`src/rtl/usb_tx_seq_up_pkg.sv`:
```
// Shared types and constants for the upstream USB transmit sequencer.
// BITSTUFF_LEN is shared with the external bit-stuff counter.
package usb_up_pkg;
    localparam int BITSTUFF_LEN = 6;

    typedef enum logic [2:0] {
        ST_IDLE,
        ST_SYNC,
        ST_PID,
        ST_PAYLOAD,
        ST_CRC,
        ST_EOP
    } state_e;

    typedef enum logic [1:0] {
        KIND_HS    = 2'd0,
        KIND_TOKEN = 2'd1,
        KIND_DATA  = 2'd2,
        KIND_RSVD  = 2'd3
    } kind_e;

    localparam logic [7:0]  SYNC_PATTERN = 8'b1000_0000;
    localparam logic [4:0]  CRC5_POLY    = 5'h05;
    localparam logic [4:0]  CRC5_INIT    = 5'h1F;
    localparam logic [15:0] CRC16_POLY   = 16'h8005;
    localparam logic [15:0] CRC16_INIT   = 16'hFFFF;

    // Last bit index of each field, so the bit counter can compare directly.
    localparam logic [3:0] BYTE_LAST  = 4'd7;
    localparam logic [3:0] TOKEN_LAST = 4'd10;
    localparam logic [3:0] CRC5_LAST  = 4'd4;
    localparam logic [3:0] CRC16_LAST = 4'd15;
endpackage

```
`src/rtl/usb_tx_seq_up_if.sv`:
```
// Packet request, payload handshake and serial output bundle of the sequencer.
interface usb_tx_seq_up_if;
    logic        start;
    logic [1:0]  pkt_kind;
    logic [3:0]  pid;
    logic [10:0] tok_bits;
    logic [7:0]  tx_data;
    logic        tx_valid;
    logic        tx_last;
    logic        tx_ready;
    logic        stuff_zero;
    logic        serial_out;
    logic        setup_done;
    logic        pkt_done;
    logic        se0;
    logic        busy;
    logic        underrun;

    modport slave (
        input  start, pkt_kind, pid, tok_bits, tx_data, tx_valid, tx_last, stuff_zero,
        output tx_ready, serial_out, setup_done, pkt_done, se0, busy, underrun
    );

    modport master (
        output start, pkt_kind, pid, tok_bits, tx_data, tx_valid, tx_last, stuff_zero,
        input  tx_ready, serial_out, setup_done, pkt_done, se0, busy, underrun
    );
endinterface

```
`src/rtl/usb_tx_seq_up_crc.sv`:
```
// Serial CRC5/CRC16 generator, MSB-first register, fed one payload bit per enable.
// crc_out presents the complemented remainder ready for transmission.
module usb_crc_up
    import usb_up_pkg::*;
(
    input  logic        clk,
    input  logic        reset_n,
    input  logic        clr,
    input  logic        en,
    input  logic        sel,
    input  logic        bit_in,
    output logic [15:0] crc_out
);
    logic [15:0] crc_q, crc_d;
    logic        fb16, fb5;

    always_comb begin
        fb16  = bit_in ^ crc_q[15];
        fb5   = bit_in ^ crc_q[4];
        crc_d = crc_q;
        if (clr) begin
            crc_d = sel ? CRC16_INIT : {11'b0, CRC5_INIT};
        end else if (en) begin
            if (sel) begin
                crc_d = {crc_q[14:0], 1'b0} ^ (fb16 ? CRC16_POLY : 16'h0000);
            end else begin
                crc_d = {11'b0, crc_q[3:0], 1'b0} ^ {11'b0, (fb5 ? CRC5_POLY : 5'h00)};
            end
        end
    end

    always_ff @(posedge clk or negedge reset_n) begin
        if (!reset_n) begin
            crc_q <= '0;
        end else begin
            crc_q <= crc_d;
        end
    end

    assign crc_out = sel ? ~crc_q : {11'b0, ~crc_q[4:0]};
endmodule

```
`src/rtl/usb_tx_seq_up.sv`:
```
// Upstream SIE transmit sequencer: SYNC, PID, payload, CRC and EOP as a raw
// LSB-first bit stream, holding its position whenever a stuffed zero is requested.
module usb_tx_seq_up
    import usb_up_pkg::*;
#(
    parameter int EOP_SE0_CYC = 2
) (
    input  logic            clk,
    input  logic            reset_n,
    usb_tx_seq_up_if.slave  bus
);
    localparam logic [3:0] SE0_LAST = 4'(EOP_SE0_CYC);

    state_e      state_q, state_d;
    kind_e       kind_q, kind_d;
    logic [3:0]  cnt_q, cnt_d;
    logic [10:0] shift_q, shift_d;
    logic [10:0] tok_q, tok_d;
    logic        last_q, last_d;

    logic        serial_c, se0_c, setup_c, done_c, ready_c, underrun_c;
    logic        crc_en, crc_sel, crc_clr;
    logic [15:0] crc_out;
    logic [3:0]  crc_last, crc_idx;

    assign crc_sel  = (kind_q == KIND_DATA);
    assign crc_clr  = (state_q == ST_SYNC);
    assign crc_last = crc_sel ? CRC16_LAST : CRC5_LAST;
    assign crc_idx  = crc_last - cnt_q;

    usb_crc_up u_crc (
        .clk     (clk),
        .reset_n (reset_n),
        .clr     (crc_clr),
        .en      (crc_en),
        .sel     (crc_sel),
        .bit_in  (shift_q[0]),
        .crc_out (crc_out)
    );

    always_comb begin
        state_d    = state_q;
        kind_d     = kind_q;
        cnt_d      = cnt_q;
        shift_d    = shift_q;
        tok_d      = tok_q;
        last_d     = last_q;
        serial_c   = 1'b0;
        se0_c      = 1'b0;
        setup_c    = 1'b0;
        done_c     = 1'b0;
        ready_c    = 1'b0;
        underrun_c = 1'b0;
        crc_en     = 1'b0;

        case (state_q)
            ST_IDLE: begin
                if (bus.start) begin
                    state_d = ST_SYNC;
                    cnt_d   = 4'd0;
                    kind_d  = kind_e'(bus.pkt_kind);
                    tok_d   = bus.tok_bits;
                    shift_d = {3'b000, ~bus.pid, bus.pid};
                end
            end
            ST_SYNC: begin
                serial_c = SYNC_PATTERN[cnt_q[2:0]];
                cnt_d    = cnt_q + 4'd1;
                if (cnt_q == BYTE_LAST) begin
                    setup_c = 1'b1;
                    cnt_d   = 4'd0;
                    state_d = ST_PID;
                end
            end
            ST_PID: begin
                if (!bus.stuff_zero) begin
                    serial_c = shift_q[0];
                    shift_d  = {1'b0, shift_q[10:1]};
                    cnt_d    = cnt_q + 4'd1;
                    if (cnt_q == BYTE_LAST) begin
                        cnt_d = 4'd0;
                        case (kind_q)
                            KIND_TOKEN: begin
                                shift_d = tok_q;
                                state_d = ST_PAYLOAD;
                            end
                            KIND_DATA: begin
                                if (bus.tx_valid) begin
                                    shift_d = {3'b000, bus.tx_data};
                                    last_d  = bus.tx_last;
                                    ready_c = 1'b1;
                                    state_d = ST_PAYLOAD;
                                end else begin
                                    state_d = ST_CRC;
                                end
                            end
                            default: state_d = ST_EOP;
                        endcase
                    end
                end
            end
            ST_PAYLOAD: begin
                if (!bus.stuff_zero) begin
                    serial_c = shift_q[0];
                    crc_en   = 1'b1;
                    shift_d  = {1'b0, shift_q[10:1]};
                    cnt_d    = cnt_q + 4'd1;
                    if (kind_q == KIND_TOKEN) begin
                        if (cnt_q == TOKEN_LAST) begin
                            cnt_d   = 4'd0;
                            state_d = ST_CRC;
                        end
                    end else if (cnt_q == BYTE_LAST) begin
                        cnt_d = 4'd0;
                        if (last_q) begin
                            state_d = ST_CRC;
                        end else if (bus.tx_valid) begin
                            shift_d = {3'b000, bus.tx_data};
                            last_d  = bus.tx_last;
                            ready_c = 1'b1;
                        end else begin
                            // Missing byte: abort straight to EOP without CRC.
                            underrun_c = 1'b1;
                            state_d    = ST_EOP;
                        end
                    end
                end
            end
            ST_CRC: begin
                if (!bus.stuff_zero) begin
                    serial_c = crc_out[crc_idx];
                    cnt_d    = cnt_q + 4'd1;
                    if (cnt_q == crc_last) begin
                        cnt_d   = 4'd0;
                        state_d = ST_EOP;
                    end
                end
            end
            ST_EOP: begin
                if (cnt_q == 4'd0 && bus.stuff_zero) begin
                    serial_c = 1'b0;
                end else if (cnt_q < SE0_LAST) begin
                    se0_c = 1'b1;
                    cnt_d = cnt_q + 4'd1;
                end else begin
                    done_c  = 1'b1;
                    cnt_d   = 4'd0;
                    state_d = ST_IDLE;
                end
            end
            default: state_d = ST_IDLE;
        endcase
    end

    always_ff @(posedge clk or negedge reset_n) begin
        if (!reset_n) begin
            state_q <= ST_IDLE;
            kind_q  <= KIND_HS;
            cnt_q   <= '0;
            shift_q <= '0;
            tok_q   <= '0;
            last_q  <= 1'b0;
        end else begin
            state_q <= state_d;
            kind_q  <= kind_d;
            cnt_q   <= cnt_d;
            shift_q <= shift_d;
            tok_q   <= tok_d;
            last_q  <= last_d;
        end
    end

    assign bus.serial_out = serial_c;
    assign bus.se0        = se0_c;
    assign bus.setup_done = setup_c;
    assign bus.pkt_done   = done_c;
    assign bus.tx_ready   = ready_c;
    assign bus.underrun   = underrun_c;
    assign bus.busy       = (state_q != ST_IDLE);
endmodule

```
`src/flat_wrapper.sv`:
```
// flat-port wrapper written by rule: the top's interface ports become plain ports
module usb_tx_seq_up_flat import usb_up_pkg::*;
#(
    parameter int EOP_SE0_CYC = 2
)
  (clk, reset_n, bus_start, bus_pkt_kind, bus_pid, bus_tok_bits, bus_tx_data, bus_tx_valid, bus_tx_last, bus_stuff_zero, bus_tx_ready, bus_serial_out, bus_setup_done, bus_pkt_done, bus_se0, bus_busy, bus_underrun);
  usb_tx_seq_up_if bus_i ();
  input  logic clk;
  input  logic reset_n;
  input wire logic [$bits(bus_i.start)-1:0] bus_start;
  input wire logic [$bits(bus_i.pkt_kind)-1:0] bus_pkt_kind;
  input wire logic [$bits(bus_i.pid)-1:0] bus_pid;
  input wire logic [$bits(bus_i.tok_bits)-1:0] bus_tok_bits;
  input wire logic [$bits(bus_i.tx_data)-1:0] bus_tx_data;
  input wire logic [$bits(bus_i.tx_valid)-1:0] bus_tx_valid;
  input wire logic [$bits(bus_i.tx_last)-1:0] bus_tx_last;
  input wire logic [$bits(bus_i.stuff_zero)-1:0] bus_stuff_zero;
  output wire logic [$bits(bus_i.tx_ready)-1:0] bus_tx_ready;
  output wire logic [$bits(bus_i.serial_out)-1:0] bus_serial_out;
  output wire logic [$bits(bus_i.setup_done)-1:0] bus_setup_done;
  output wire logic [$bits(bus_i.pkt_done)-1:0] bus_pkt_done;
  output wire logic [$bits(bus_i.se0)-1:0] bus_se0;
  output wire logic [$bits(bus_i.busy)-1:0] bus_busy;
  output wire logic [$bits(bus_i.underrun)-1:0] bus_underrun;
  assign bus_i.start = bus_start;
  assign bus_i.pkt_kind = bus_pkt_kind;
  assign bus_i.pid = bus_pid;
  assign bus_i.tok_bits = bus_tok_bits;
  assign bus_i.tx_data = bus_tx_data;
  assign bus_i.tx_valid = bus_tx_valid;
  assign bus_i.tx_last = bus_tx_last;
  assign bus_i.stuff_zero = bus_stuff_zero;
  assign bus_tx_ready = bus_i.tx_ready;
  assign bus_serial_out = bus_i.serial_out;
  assign bus_setup_done = bus_i.setup_done;
  assign bus_pkt_done = bus_i.pkt_done;
  assign bus_se0 = bus_i.se0;
  assign bus_busy = bus_i.busy;
  assign bus_underrun = bus_i.underrun;
  usb_tx_seq_up #(.EOP_SE0_CYC(EOP_SE0_CYC)) u_core (.clk(clk), .reset_n(reset_n), .bus(bus_i));
endmodule
```
`config.mk`:
```
export PLATFORM = sky130hd
export DESIGN_NAME = usb_tx_seq_up_flat
export DESIGN_NICKNAME = d
export VERILOG_FILES = /design/src/rtl/usb_tx_seq_up_pkg.sv /design/src/rtl/usb_tx_seq_up_if.sv /design/src/rtl/usb_tx_seq_up_crc.sv /design/src/rtl/usb_tx_seq_up.sv /design/src/flat_wrapper.sv
export SDC_FILE = /design/constraint.sdc
export NUM_CORES = 1
export LEC_CHECK = 0
export CORE_ASPECT_RATIO = 1.1
export CORE_MARGIN = 4
export CORE_UTILIZATION = 45
export DETAILED_ROUTE_END_ITERATION = 16
export PLACE_DENSITY_LB_ADDON = 0.25
export SLEW_MARGIN = 10
export SYNTH_ARGS = -nofsm -noshare
export SYNTH_HDL_FRONTEND = slang
export SYNTH_SLANG_ARGS = --single-unit
```
`constraint.sdc`:
```
create_clock -name clk -period 6.4 [get_ports clk]
set_input_delay 1.28 -clock clk [delete_from_list [all_inputs] [get_ports clk]]
set_output_delay 1.28 -clock clk [all_outputs]
set_load 0.05 [all_outputs]
```
Fig. 1: run 1, clock network drawn from the DEF
(6 px per um)
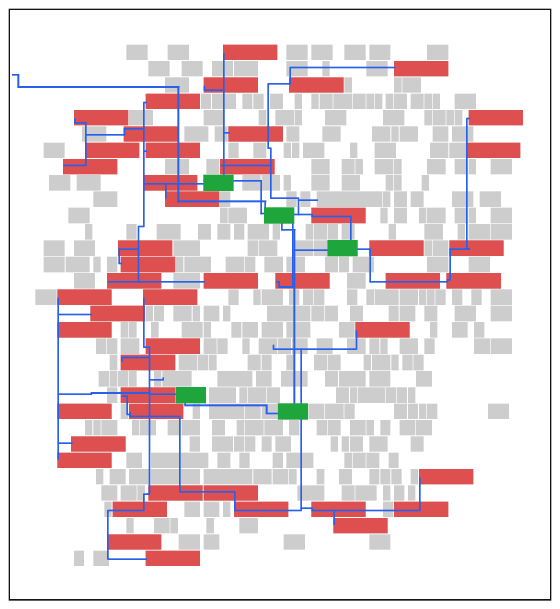
Key: clock-net drivers = green [count 5]; flip-flops = red [count 48]; clock wires = blue [length 666 um]
There are 6 routed clock nets.
clock share of power: 15.6%
clk pwr: 0.000237 W
Max Clock Skew: 8.71 ps
Late-Pin Clk Latency: 310 ps

Fig. 2: run 1, wiring by layer
(6 px per um) Only two layers are drawn.
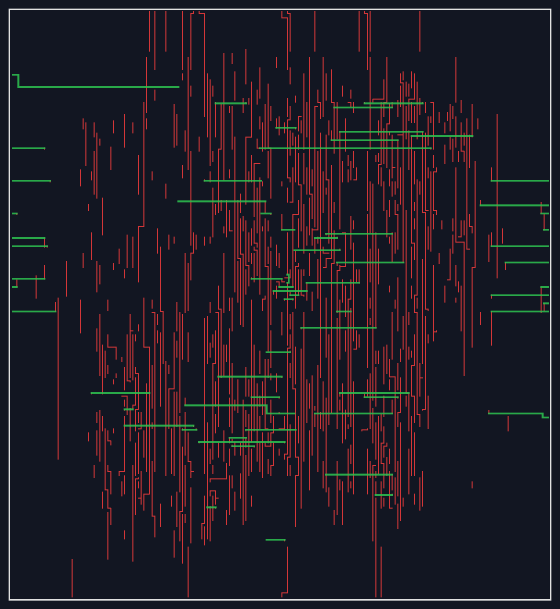
Key: M3 = green [wire length 470 um]; M2 = red [wire length 3900 um]
GRT Util Overall: 19.2%
Total Wirelength: 8.50 mm
vias: 2966
Avg WL per Cell: 17.6 um

==> qor.txt, run 1 <==
Max IR drop VDD -> 142 uV
Area grow syn2layout -> 14.5%
Hold slack -> 509 ps
Final #Nets -> 435
Synth unique cells -> 62
Top Usage Layer GRT -> met2
Max FFs per register -> 16
Max cap viols -> 0
Fin worst setup slack -> 1040 ps
Pre-CTS WS -> 1310 ps
Row cnt -> 32
CP Max Fanout -> 21
Worst rel slew slack -> 34.0%
Max Transition Viols Final -> 0
TNS Setup -> 0 ps
Biggest area cells -> dfrtp_1, nand2_1, mux2_2, mux2i_1, o21ai_0
Combinational share of power -> 49.4%
Hold buffer count at cts -> 0
Layout sequential cell count -> 48
FF-to-FF Start -> u_core.kind_q[0]
Net Switching -> 0.000651 W
Commonest cells in the synthesized netlist -> dfrtp_1, nand2_1, inv_1, nor2_1, o21ai_0
Die ar. -> 8830 um2
Combinational gates -> 277
Crit share post-route -> 83.7%
Register share of the cell area -> 31.5%
Crit. End Element -> output port
GPL Wtd Cong -> 0.900
Commonest cells after routing, fill and taps aside -> dfrtp_1, nand2_1, clkdlybuf4s50_1
Routed met3 length -> 469 um
Non-CTS buffers -> 41
Clk slew on worst S/H paths -> 90 ps
Tool Warnings -> 30
Die Y -> 98.2 um
Logic inverters -> 23
Outcome -> complete, no violations
Synthesized flop and latch total -> 48
TAP cells -> 85
Register area -> 1200 um2
Drt via density -> 6.15
XORs/XNORs by Area -> 2.56%
Synth logic family -> AND-OR/OR-AND gates
Max-area cell share -> 36.1%
Logic area -> 1900 um2
Async SR Flop Fraction -> 100%
Diodes inserted -> 0
Fig. 3: run 1, routing congestion
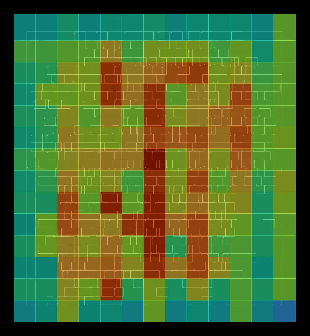
met2 GRT Util: 29.4%
Core Util, Final: 53.8%
GRT met3 Usage: 3.70%

## run 1: critical path, cell delays in order (launching register included)
cell and delay [ps]:
dfrtp_1 390, inv_1 100, ha_1 780, inv_1 220
ha_1 330, xnor2_2 310, mux4_2 550, nand3_1 100
a311o_1 190, clkdlybuf4s50_1 810
## run 1: worst max path at each step
stage                           to        startpoint  slack, ps  cells after the start
finish              bus_serial_out  u_core.kind_q[0]       1040                      9
global route        bus_serial_out  u_core.kind_q[0]        800                      9
detailed placement  bus_serial_out    bus_stuff_zero       1310                      7
CTS                 bus_serial_out  u_core.kind_q[0]       1050                      9
floorplan             bus_underrun    bus_stuff_zero       2180                      3
global placement    bus_serial_out    bus_stuff_zero       1310                      7
==> inputs of run 2 (changes only) <==
- clock period: 6.4 -> 5.5 ns (I/O delays scaled with it)
Fig. 4: run 2, signal wires on met4
(4 px per um)
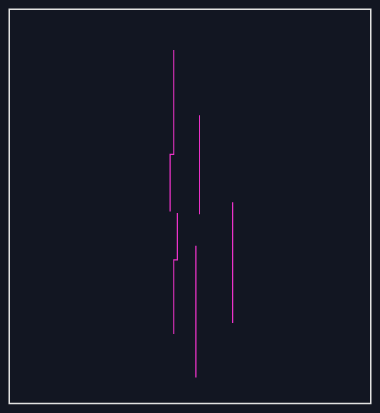
The layer holds 1.9% of the routed length. 4 nets have wire on it. The layer carries 159 um of wire.

Fig. 5: run 2, PDN straps and rails
(4 px per um) Pins as bars on the die edge.
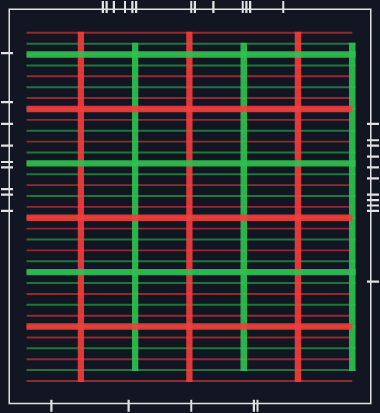
Key: VSS = red; VDD = green
33 met1 rails follow the rows. 6 straps on met5. The core has 32 rows. 38 signal pins sit on the boundary. 6 straps on met4.
Chip Width: 90.0 um
Die Y: 98.2 um
Max IR drop VDD: 205 uV
core area: 7090 um2

==> run 2 against run 1 <==
  * Clock power grew 34%
  * Clock skew is essentially flat
  * Largest cell class unchanged
  * Critical path depth shrank 2
  * Area after synthesis is the same
  * Non-clock buffer count grew 3
  * Design area grew 1.0%
==> qor.txt, run 2 <==
Outcome -> complete, no violations
Commonest cells in the synthesized netlist -> dfrtp_1, nand2_1, inv_1, nor2_1, o21ai_0
Hold buffer count at cts -> 0
GRT met3 Usage -> 3.31%
GRT Util Overall -> 19.5%
Die ar. -> 8830 um2
CP Max Fanout -> 5
Max-area cell share -> 36.1%
Area grow syn2layout -> 15.7%
Commonest cells after routing, fill and taps aside -> dfrtp_1, nand2_1, clkdlybuf4s50_1
Register area -> 1200 um2
Worst Setup EP -> bus_serial_out
GPL Wtd Cong -> 0.872
Synthesized flop and latch total -> 48
Crit. End Element -> output port
Drt via density -> 6.16
Total Wirelength -> 8.52 mm
Register share of the cell area -> 31.2%
Max cap viols -> 0
Final #Nets -> 438
Critical path origin -> bus_stuff_zero
Worst rel slew slack -> 36.2%
Max Clock Skew -> 8.29 ps
Fig. 6: run 2, routing congestion
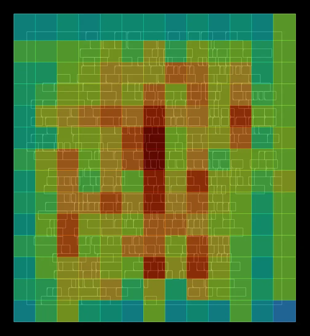
met2 GRT Util: 29.8%
Avg WL per Cell: 17.6 um
Core Util, Final: 54.3%

-- run 2: cell counts after synthesis --
No cell type changed its count.
-- run 2: kinds of logic (layout without fill, tap and decap cells) --
| logic type | Yosys count | count (layout) | synth area share, % |
|---|---|---|---|
| buf+inv | 54 | 75 | 6.81 |
| fa+ha+maj | 8 | 8 | 3.01 |
| mux | 28 | 28 | 10.1 |
| xor+xnor | 8 | 8 | 2.56 |
| compound gates | 104 | 104 | 21.4 |
| simple gates | 129 | 129 | 20.0 |
| flops | 48 | 48 | 36.1 |
-- run 2: worst max-delay path: stages --
cell and delay, ps:
clkdlybuf4s50_1 500, nand2b_1 220, nand3b_1 190, or4_1 410
nand3_1 100, a311o_1 160, clkdlybuf4s50_1 800
Fig. 7: run 2, cell area per tile
(3 px per um) The die is cut into 9 by 10 equal tiles; white is low, dark blue is high, 0 to 100% covered.
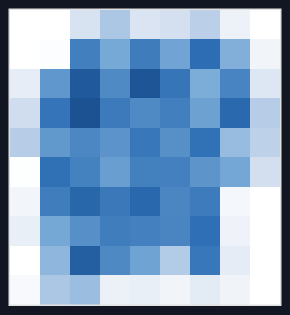

==> inputs of run 3 (changes only) <==
- clock period: 5.5 -> 4.55 ns (I/O delays scaled with it)
Fig. 8: run 3, cell area per tile
(3 px per um) The die is cut into 9 by 10 equal tiles; white is low, dark blue is high, 0 to 100% covered.
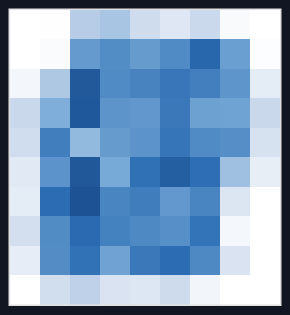
The emptiest ninth of the die: south-east. The fullest tile reaches 86%. 10% of the tiles are over 75% full. The mean over all tiles is 42%. 12% of the tiles are nearly empty. The densest ninth of the die: centre.

Fig. 9: run 3, clock network drawn from the DEF
(6 px per um)
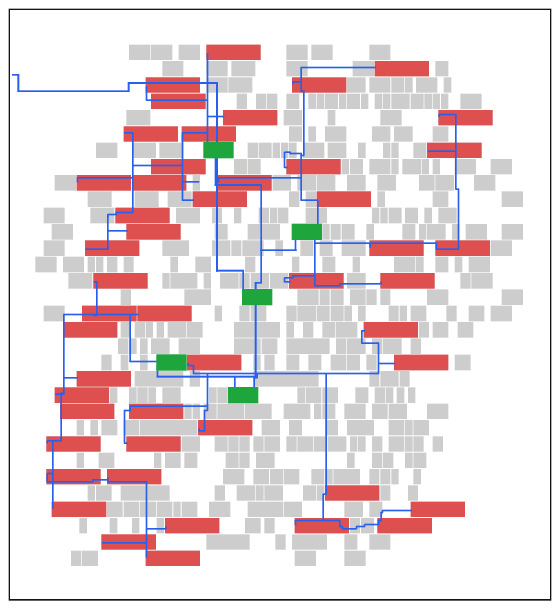
Key: flip-flops = red [count 48]; clock wires = blue [length 664 um]; clock-net drivers = green [count 5]
There are 6 routed clock nets.
clock share of power: 14.6%
clk pwr: 0.000313 W

==> run 3 against run 2 <==
  * Register-to-register slack worse by 770 ps
  * Clock skew is 3.4 ps higher
  * Worst hold slack worse by 12 ps
  * Critical endpoint is now bus_underrun
  * Global-route usage is 0.32 points higher
  * Highest routed layer unchanged
  * Die area stayed put
  * Sequential power is about 20% higher
  * Area after synthesis stayed put
  * Non-clock buffer count is 1 higher
  * Via count is 0.74% lower
  * Total power is 17% higher
  * Final cell count is 0.21% higher
  * Sequential share of layout area is 0.10 points higher
==> qor.txt, run 3 <==
Max FFs per register -> 16
Mux frac, synth -> 10.1%
XORs/XNORs by Area -> 2.56%
Max Transition Viols Final -> 0
Net Switching -> 0.000917 W
Synth logic family -> AND-OR/OR-AND gates
Fa+ha+maj area frac -> 3.01%
Synthesized flop and latch total -> 48
Chip Width -> 90.0 um
Die ar. -> 8830 um2
Routed met3 length -> 497 um
Synth unique cells -> 62
Combinational share of power -> 50.6%
Late-Pin Clk Latency -> 310 ps
Fin worst setup slack -> 582 ps
FF-to-FF Start -> u_core.cnt_q[1]
Drt via density -> 6.10
GPL Wtd Cong -> 0.926
Final #Nets -> 439
Worst rel slew slack -> 37.5%
Die Y -> 98.2 um
Async SR Flop Fraction -> 100%
Clk slew on worst S/H paths -> 90 ps
CP Max Fanout -> 11
Hold slack -> 510 ps
Pre-CTS WS -> 588 ps
Yosys simple share -> 20.0%
Max Clock Skew -> 11.7 ps
Row cnt -> 32
Commonest cells after routing, fill and taps aside -> dfrtp_1, nand2_1, clkdlybuf4s50_1
Outcome -> complete, no violations
Diodes inserted -> 0
TNS Setup -> 0 ps
Biggest area cells -> dfrtp_1, nand2_1, mux2_2, mux2i_1, o21ai_0
Crit. End Element -> output port
Fig. 10: run 3, routing congestion
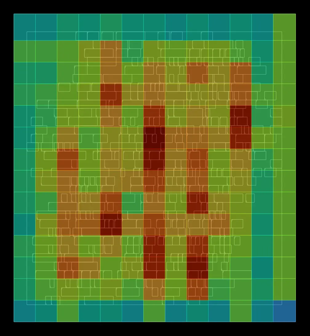
Top Usage Layer GRT: met2
GRT met3 Usage: 4.01%
GR Util met1: 28.5%
Core Util, Final: 54.1%
GRT Util Overall: 19.8%

## run 3: netlist changes by cell type in the layout (fill, tap and decap cells not counted), sizes merged
cell and delta:
buf +2, clkinv +1, clkdlybuf4s50 -1, inv -1, bufinv -1, clkbuf +1
## run 3: critical path: stages
cell             delay, ps
clkdlybuf4s50_1        610
or4_1                  540
nor3_1                 160
clkdlybuf4s50_1        830
## run 3: area by class of cell
type | count | area share (%)
clock buffers | 6 | 1.89
clock inverters | 2 | 0.913
inverters | 23 | 2.25
multi-input cells | 277 | 49.5
flip-flops and latches | 48 | 31.3
well taps | 85 | 2.77
repair buffers | 45 | 11.4
Power figures rest on the tool's default switching activity, not on a simulated workload.
